===== src/rtl/seq_div_sub.sv =====
// seq_div_sub: sequential unsigned divider with a start/busy/done handshake.
// Define DIV_FAST_EN for N-edge restoring shift-subtract instead of repeated subtraction.
module seq_div_sub #(
  parameter int N = 8
) (
  input  logic         clk,
  input  logic         rst,
  input  logic         start,
  input  logic [N-1:0] dividend,
  input  logic [N-1:0] divisor,
  output logic         busy,
  output logic         done,
  output logic [N-1:0] quotient,
  output logic [N-1:0] remainder,
  output logic         err
);

  typedef enum logic [1:0] {S_IDLE, S_RUN, S_DONE} state_e;

  state_e       state_q, state_d;
  logic [N-1:0] dvs_q, dvs_d;
  logic [N-1:0] quo_q, quo_d;
  logic [N-1:0] rem_q, rem_d;
  logic         busy_q, busy_d;
  logic         done_q, done_d;
  logic         err_q, err_d;
  logic         dz;
  logic         fin;

  assign dz = (dvs_q == '0);

`ifdef DIV_FAST_EN
  localparam int CW = $clog2(N + 1);

  logic [CW-1:0] cnt_q, cnt_d;
  logic [N-1:0]  acc_q, acc_d;
  logic [N-1:0]  sh_q, sh_d;
  logic [N:0]    trial;
  logic          ge;
  logic [N-1:0]  step_acc;
  logic [N-1:0]  step_sh;

  // One restoring step: shift in the next dividend bit, subtract if it fits.
  assign trial    = {acc_q, sh_q[N-1]};
  assign ge       = (trial >= {1'b0, dvs_q});
  assign step_acc = ge ? N'(trial - {1'b0, dvs_q}) : trial[N-1:0];
  assign step_sh  = {sh_q[N-2:0], ge};
  assign fin      = (cnt_q == CW'(N - 1));
`else
  assign fin = (rem_q < dvs_q);
`endif

  always_ff @(posedge clk) begin
    if (rst) begin
      state_q <= S_IDLE;
      dvs_q   <= '0;
      quo_q   <= '0;
      rem_q   <= '0;
      busy_q  <= 1'b0;
      done_q  <= 1'b0;
      err_q   <= 1'b0;
`ifdef DIV_FAST_EN
      cnt_q   <= '0;
      acc_q   <= '0;
      sh_q    <= '0;
`endif
    end else begin
      state_q <= state_d;
      dvs_q   <= dvs_d;
      quo_q   <= quo_d;
      rem_q   <= rem_d;
      busy_q  <= busy_d;
      done_q  <= done_d;
      err_q   <= err_d;
`ifdef DIV_FAST_EN
      cnt_q   <= cnt_d;
      acc_q   <= acc_d;
      sh_q    <= sh_d;
`endif
    end
  end

  always_comb begin
    state_d = state_q;
    unique case (state_q)
      S_IDLE:  if (start) state_d = S_RUN;
      S_RUN:   if (dz || fin) state_d = S_DONE;
      default: state_d = S_IDLE;
    endcase
  end

  always_comb begin
    dvs_d  = dvs_q;
    quo_d  = quo_q;
    rem_d  = rem_q;
    busy_d = busy_q;
    done_d = done_q;
    err_d  = err_q;
`ifdef DIV_FAST_EN
    cnt_d  = cnt_q;
    acc_d  = acc_q;
    sh_d   = sh_q;
`endif
    unique case (state_q)
      S_IDLE: begin
        if (start) begin
          dvs_d  = divisor;
          rem_d  = dividend;
          quo_d  = '0;
          err_d  = 1'b0;
          busy_d = 1'b1;
`ifdef DIV_FAST_EN
          cnt_d  = '0;
          acc_d  = '0;
          sh_d   = dividend;
`endif
        end
      end
      S_RUN: begin
        if (dz) begin
          quo_d  = '1;
          err_d  = 1'b1;
          busy_d = 1'b0;
          done_d = 1'b1;
        end else begin
`ifdef DIV_FAST_EN
          cnt_d = cnt_q + CW'(1);
          acc_d = step_acc;
          sh_d  = step_sh;
          if (fin) begin
            quo_d  = step_sh;
            rem_d  = step_acc;
            busy_d = 1'b0;
            done_d = 1'b1;
          end
`else
          if (fin) begin
            busy_d = 1'b0;
            done_d = 1'b1;
          end else begin
            rem_d = rem_q - dvs_q;
            quo_d = quo_q + N'(1);
          end
`endif
        end
      end
      default: done_d = 1'b0;
    endcase
  end

  assign busy      = busy_q;
  assign done      = done_q;
  assign quotient  = quo_q;
  assign remainder = rem_q;
  assign err       = err_q;

endmodule


===== config.mk =====
export PLATFORM = sky130hd
export DESIGN_NAME = seq_div_sub
export DESIGN_NICKNAME = d
export VERILOG_FILES = /design/src/rtl/seq_div_sub.sv
export SDC_FILE = /design/constraint.sdc
export NUM_CORES = 1
export LEC_CHECK = 0
export ABC_CLOCK_PERIOD_IN_PS = 2550
export CAP_MARGIN = 10
export CORE_UTILIZATION = 50
export DETAILED_ROUTE_END_ITERATION = 7
export GPL_ROUTABILITY_DRIVEN = 1
export PLACE_DENSITY = 0.79
export RECOVER_POWER = 100
export SLEW_MARGIN = 25
export SYNTH_ARGS = -nofsm -noshare
export SYNTH_HDL_FRONTEND = slang
export SYNTH_SLANG_ARGS = --single-unit

===== constraint.sdc =====
create_clock -name clk -period 2.55 [get_ports clk]
set_clock_uncertainty 0.1 [all_clocks]
set_input_delay 0.51 -clock clk [delete_from_list [all_inputs] [get_ports clk]]
set_output_delay 0.51 -clock clk [all_outputs]
set_load 0.01 [all_outputs]

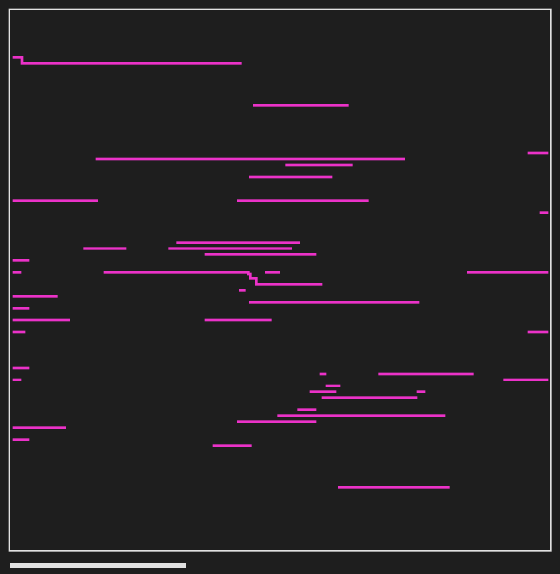
run_1/layer_met3.png
The bar under the picture is 20 um long.
The layer carries 328 um of wire. The wires run mostly horizontal. 36 nets have wire on it. The longest straight run is 35.0 um. The layer holds 7.1% of the routed length.

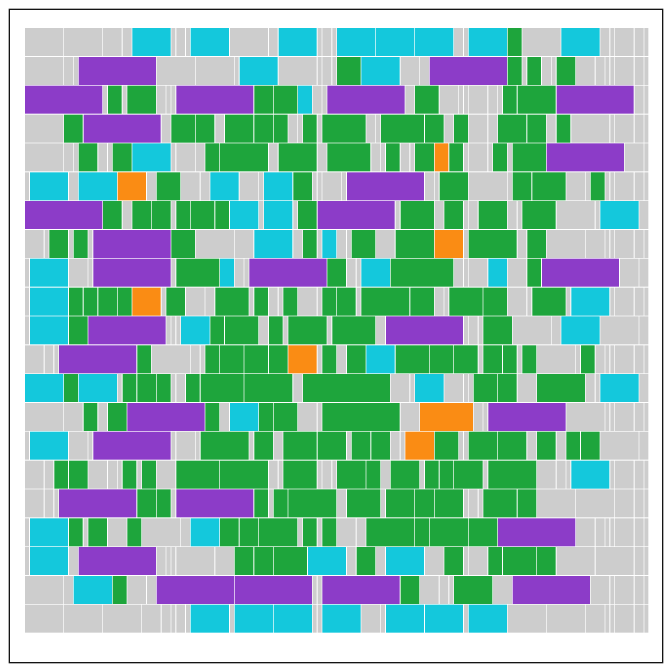
run_1/placement_by_type.png
Fill, decap, tap and diode cells in grey.
Key: remaining buffers and delay cells = cyan [cells 51]; sequential cells = purple [cells 29]; clock drivers and dummy loads = orange [cells 7]; combinational and other logic = green [cells 179]
core area: 3360 um^2
Design Area, Final: 2290 um^2
number of placement rows: 21
sequential portion of the cell area: 25.3%

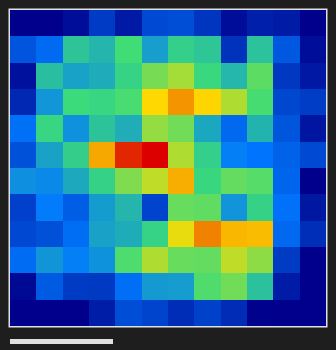
run_1/metal_density.png
The bar under the picture is 20 um long. The die is cut into 12 by 12 equal tiles; dark blue is low, red is high, scaled to the fullest tile. Values are wire area over tile area, all layers added.
The densest ninth of the die: centre. 24% of the tiles are over half the peak. The emptiest ninth of the die: lower left. The mean over all tiles is 0.20. The fullest tile reaches 0.60.
total global-route track usage: 26.5%
drt wl/cell: 14.9 um
via count: 1,815
final wirelength: 4640 um

==> out/summary.txt, run 1 <==
Critical Path Sink - remainder[6]
Compound Share, Synth - 27.6%
Pwr dens - 648 nW/um^2
Comb gates - 164
Buffers plus inverters on the worst setup path - 2
Post-synthesis sequential area ratio - 32.8%
Hpwl dp - 3280 um
RR Endpoint - remainder[6]
Status - finished, final reports clean
# fillers - 321
Sequential power share - 36.8%
Dominant register cell - dfxtp_1
Setup CP Type - reg2reg
Psw - 0.560 mW
Mux share - 1.13%
I/O Buffers - 37
Vias in the first global route - 1,598
Cycle use final - 96.5%
P_comb - 0.650 mW
Ant. Diodes - 0
Syn_nets - 249
HP Start - state_q[1]
Tot Pwr - 1.49 mW
WHS Endpoint - done
Post-CTS setup repair buffer count - 0
Chip width - 61.5 um
Xor+xnor area frac - 1.48%
Clock buffer count from CTS - 5
Drt first pass iters - 5
Layout clock buffer count - 7
Clock root buffer - clkbuf_4
Sw Share - 37.7%
Post_cts resized - 0
Critical path startpoint - remainder[0]
Ys async rst share - 0%
Seq pwr - 0.546 mW
Chip Area, Yosys - 1770 um^2
Crit-path cells - inv_1 -> ha_1 -> inv_1 -> fa_2 -> a211oi_4 -> o21bai_1 -> a2111oi_1 -> nor3b_1 -> a211oi_1
DIE AREA - 3780 um^2
Initial DRC Count - 124
==> run 2, diff against run 1 <==
--- a/config.mk
+++ b/config.mk
@@ -12,7 +12,7 @@
 export GPL_ROUTABILITY_DRIVEN = 1
 export PLACE_DENSITY = 0.79
 export RECOVER_POWER = 100
-export SLEW_MARGIN = 25
+export SLEW_MARGIN = 5
 export SYNTH_ARGS = -nofsm -noshare
 export SYNTH_HDL_FRONTEND = slang
 export SYNTH_SLANG_ARGS = --single-unit
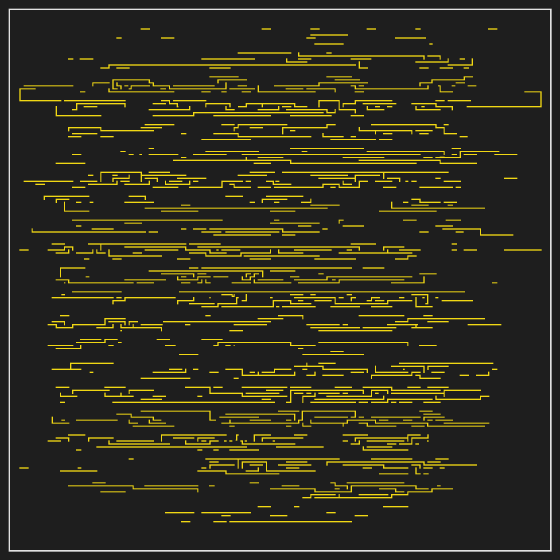
run_2/layer_met1.png
The layer holds 45% of the routed length. The layer carries 2,070 um of wire. The wires run mostly horizontal. The longest straight run is 32.4 um. 271 nets have wire on it.
M1 GR Usage: 35.9%

==> run 2 against run 1 <==
  * Synthesized cell count did not move
  * Via count did not move
  * Hold slack did not move
  * First-iteration DRC count did not move
  * Design area did not move
  * Sequential cell count did not move
  * Register-to-register slack barely moved
  * Largest power group unchanged
  * Maximum frequency did not move
  * Non-clock buffer count did not move
  * Total power did not move
  * Routed wire length did not move
  * Highest routed layer unchanged
  * Clock power barely moved
==> out/summary.txt, run 2 <==
DIE AREA - 3780 um^2 (unchanged)
Initial DRC Count - 124 (unchanged)
Setup CP Type - reg2reg (unchanged)
Chip width - 61.5 um (unchanged)
Nonclk inv count - 15 (unchanged)
Seq pwr - 0.546 mW (about the same)
Drt first pass iters - 5 (unchanged)
Dpl cells - 301 (unchanged)
Log Warnings - 26 (unchanged)
Compound Share, Synth - 27.6% (unchanged)
RR Endpoint - remainder[6] (unchanged)
Layout clock buffer count - 7 (unchanged)
Total global-route track usage - 26.5% (unchanged)
Clock root buffer - clkbuf_4 (unchanged)
Sequential power share - 36.8% (about the same)
Number of placement rows - 21 (unchanged)
Critical path startpoint - remainder[0] (unchanged)
Post_cts resized - 0 (unchanged)
Post-synthesis sequential area ratio - 32.8% (unchanged)
Buffers plus inverters on the worst setup path - 2 (unchanged)
Psw - 0.560 mW (unchanged)
Mux share - 1.13% (unchanged)
Design Area, Final - 2290 um^2 (unchanged)
Status - finished, final reports clean (unchanged)
Xor+xnor area frac - 1.48% (unchanged)
Clock buffer count from CTS - 5 (unchanged)
Crit start category - register (unchanged)
Ys async rst share - 0% (unchanged)
Ant. Diodes - 0 (unchanged)
WHS Endpoint - done (unchanged)
Critical Path Sink - remainder[6] (unchanged)
Register area - 581 um^2 (unchanged)
P_comb - 0.650 mW (about the same)
Pwr dens - 648 nW/um^2 (unchanged)
# fillers - 321 (unchanged)
Sequential portion of the cell area - 25.3% (unchanged)
Via count - 1,815 (unchanged)
Comb gates - 164 (unchanged)
Core area - 3360 um^2 (unchanged)
Crit-path cells - inv_1 -> ha_1 -> inv_1 -> fa_2 -> a211oi_4 -> o21bai_1 -> a2111oi_1 -> nor3b_1 -> a211oi_1 (unchanged)
HP Start - state_q[1] (unchanged)
Cycle use final - 96.5% (unchanged)
Chip Area, Yosys - 1770 um^2 (unchanged)
==> run 3, diff against run 2 <==
--- a/config.mk
+++ b/config.mk
@@ -5,12 +5,14 @@
 export SDC_FILE = /design/constraint.sdc
 export NUM_CORES = 1
 export LEC_CHECK = 0
+export ABC_AREA = 1
 export ABC_CLOCK_PERIOD_IN_PS = 2550
 export CAP_MARGIN = 10
-export CORE_UTILIZATION = 50
+export CORE_UTILIZATION = 55
 export DETAILED_ROUTE_END_ITERATION = 7
+export DONT_BUFFER_PORTS = 1
 export GPL_ROUTABILITY_DRIVEN = 1
-export PLACE_DENSITY = 0.79
+export PLACE_DENSITY = 0.7
 export RECOVER_POWER = 100
 export SLEW_MARGIN = 5
 export SYNTH_ARGS = -nofsm -noshare
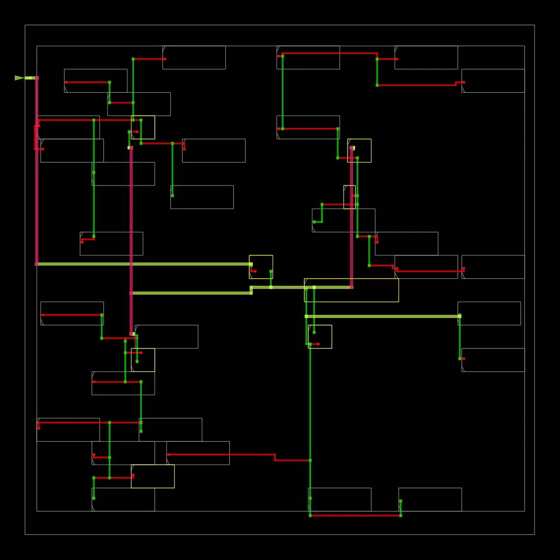
run_3/clocks.png
FFs & Latches: 29
layout clock buffer count: 7
clock buffer count from CTS: 5
# clock sinks: 29
P_clk: 0.406 mW

==> run 3 against run 2 <==
  * Design area decreased by 17%
  * Sequential cell count unchanged
  * Critical path depth grew 3
  * Routed wire length fell by 12%
  * Worst setup slack improved by 0.27 ns
  * Die area fell by 6.2%
  * Largest power group is now sequential cells
==> out/summary.txt, run 3 <==
Crit-path cells - inv_1 -> ha_1 -> inv_1 -> fa_1 -> nand2_1 -> nand2_1 -> nand3_2 -> nand2_2 -> nand2_4 -> nand2_1 -> o21ai_1 -> nor2_1 (was inv_1 -> ha_1 -> inv_1 -> fa_2 -> a211oi_4 -> o21bai_1 -> a2111oi_1 -> nor3b_1 -> a211oi_1)
Crit start category - register (unchanged)
Total global-route track usage - 25.8% (was 26.5%)
Critical Path Sink - quotient[5] (was remainder[6])
Ant. Diodes - 0 (unchanged)
Status - finished, final reports clean (unchanged)
Via count - 1,633 (was 1,815)
Chip Area, Yosys - 1820 um^2 (was 1770 um^2)
Worst Path Max Fanout - 13 (was 4)
Tot Pwr - 1.63 mW (was 1.49 mW)
Cycle use final - 86.0% (was 96.5%)
Final wirelength - 4080 um (was 4640 um)
Initial DRC Count - 110 (was 124)
Mux share - 0% (was 1.13%)
Syn_nets - 304 (was 249)
Log Warnings - 26 (unchanged)
Cell internal pwr - 0.982 mW (was 0.925 mW)
Post-synthesis sequential area ratio - 31.8% (was 32.8%)
P_comb - 0.606 mW (was 0.650 mW)
Cells on worst reg2reg path - 12 (was 9)
Post_cts resized - 0 (unchanged)
Drt wl/cell - 12.8 um (was 14.9 um)
Critical path startpoint - remainder[0] (unchanged)
HP Start - rst (was state_q[1])
Drt first pass iters - 4 (was 5)
Worst Tran Pin Value - 0.773 ns (was 0.537 ns)
Comb gates - 202 (was 164)
RR Endpoint - quotient[5] (was remainder[6])
Compound Share, Synth - 15.8% (was 27.6%)
Nonclk inv count - 36 (was 15)
Mean area per synthesized cell - 6.63 um^2 (was 8.05 um^2)
Sequential portion of the cell area - 30.5% (was 25.3%)
Chip width - 59.6 um (was 61.5 um)
DIE AREA - 3550 um^2 (was 3780 um^2)
Post-CTS setup repair buffer count - 0 (unchanged)
Sequential power share - 38.0% (was 36.8%)
Number of placement rows - 20 (was 21)
# fillers - 313 (was 321)
I/O Buffers - 0 (was 37)
Psw - 0.651 mW (was 0.560 mW)
Register area - 581 um^2 (unchanged)
Design Area, Final - 1900 um^2 (was 2290 um^2)
Dominant register cell - dfxtp_1 (unchanged)
Setup CP Type - reg2reg (unchanged)
Buffers plus inverters on the worst setup path - 2 (unchanged)
Power is estimated from default activity; no workload was simulated.
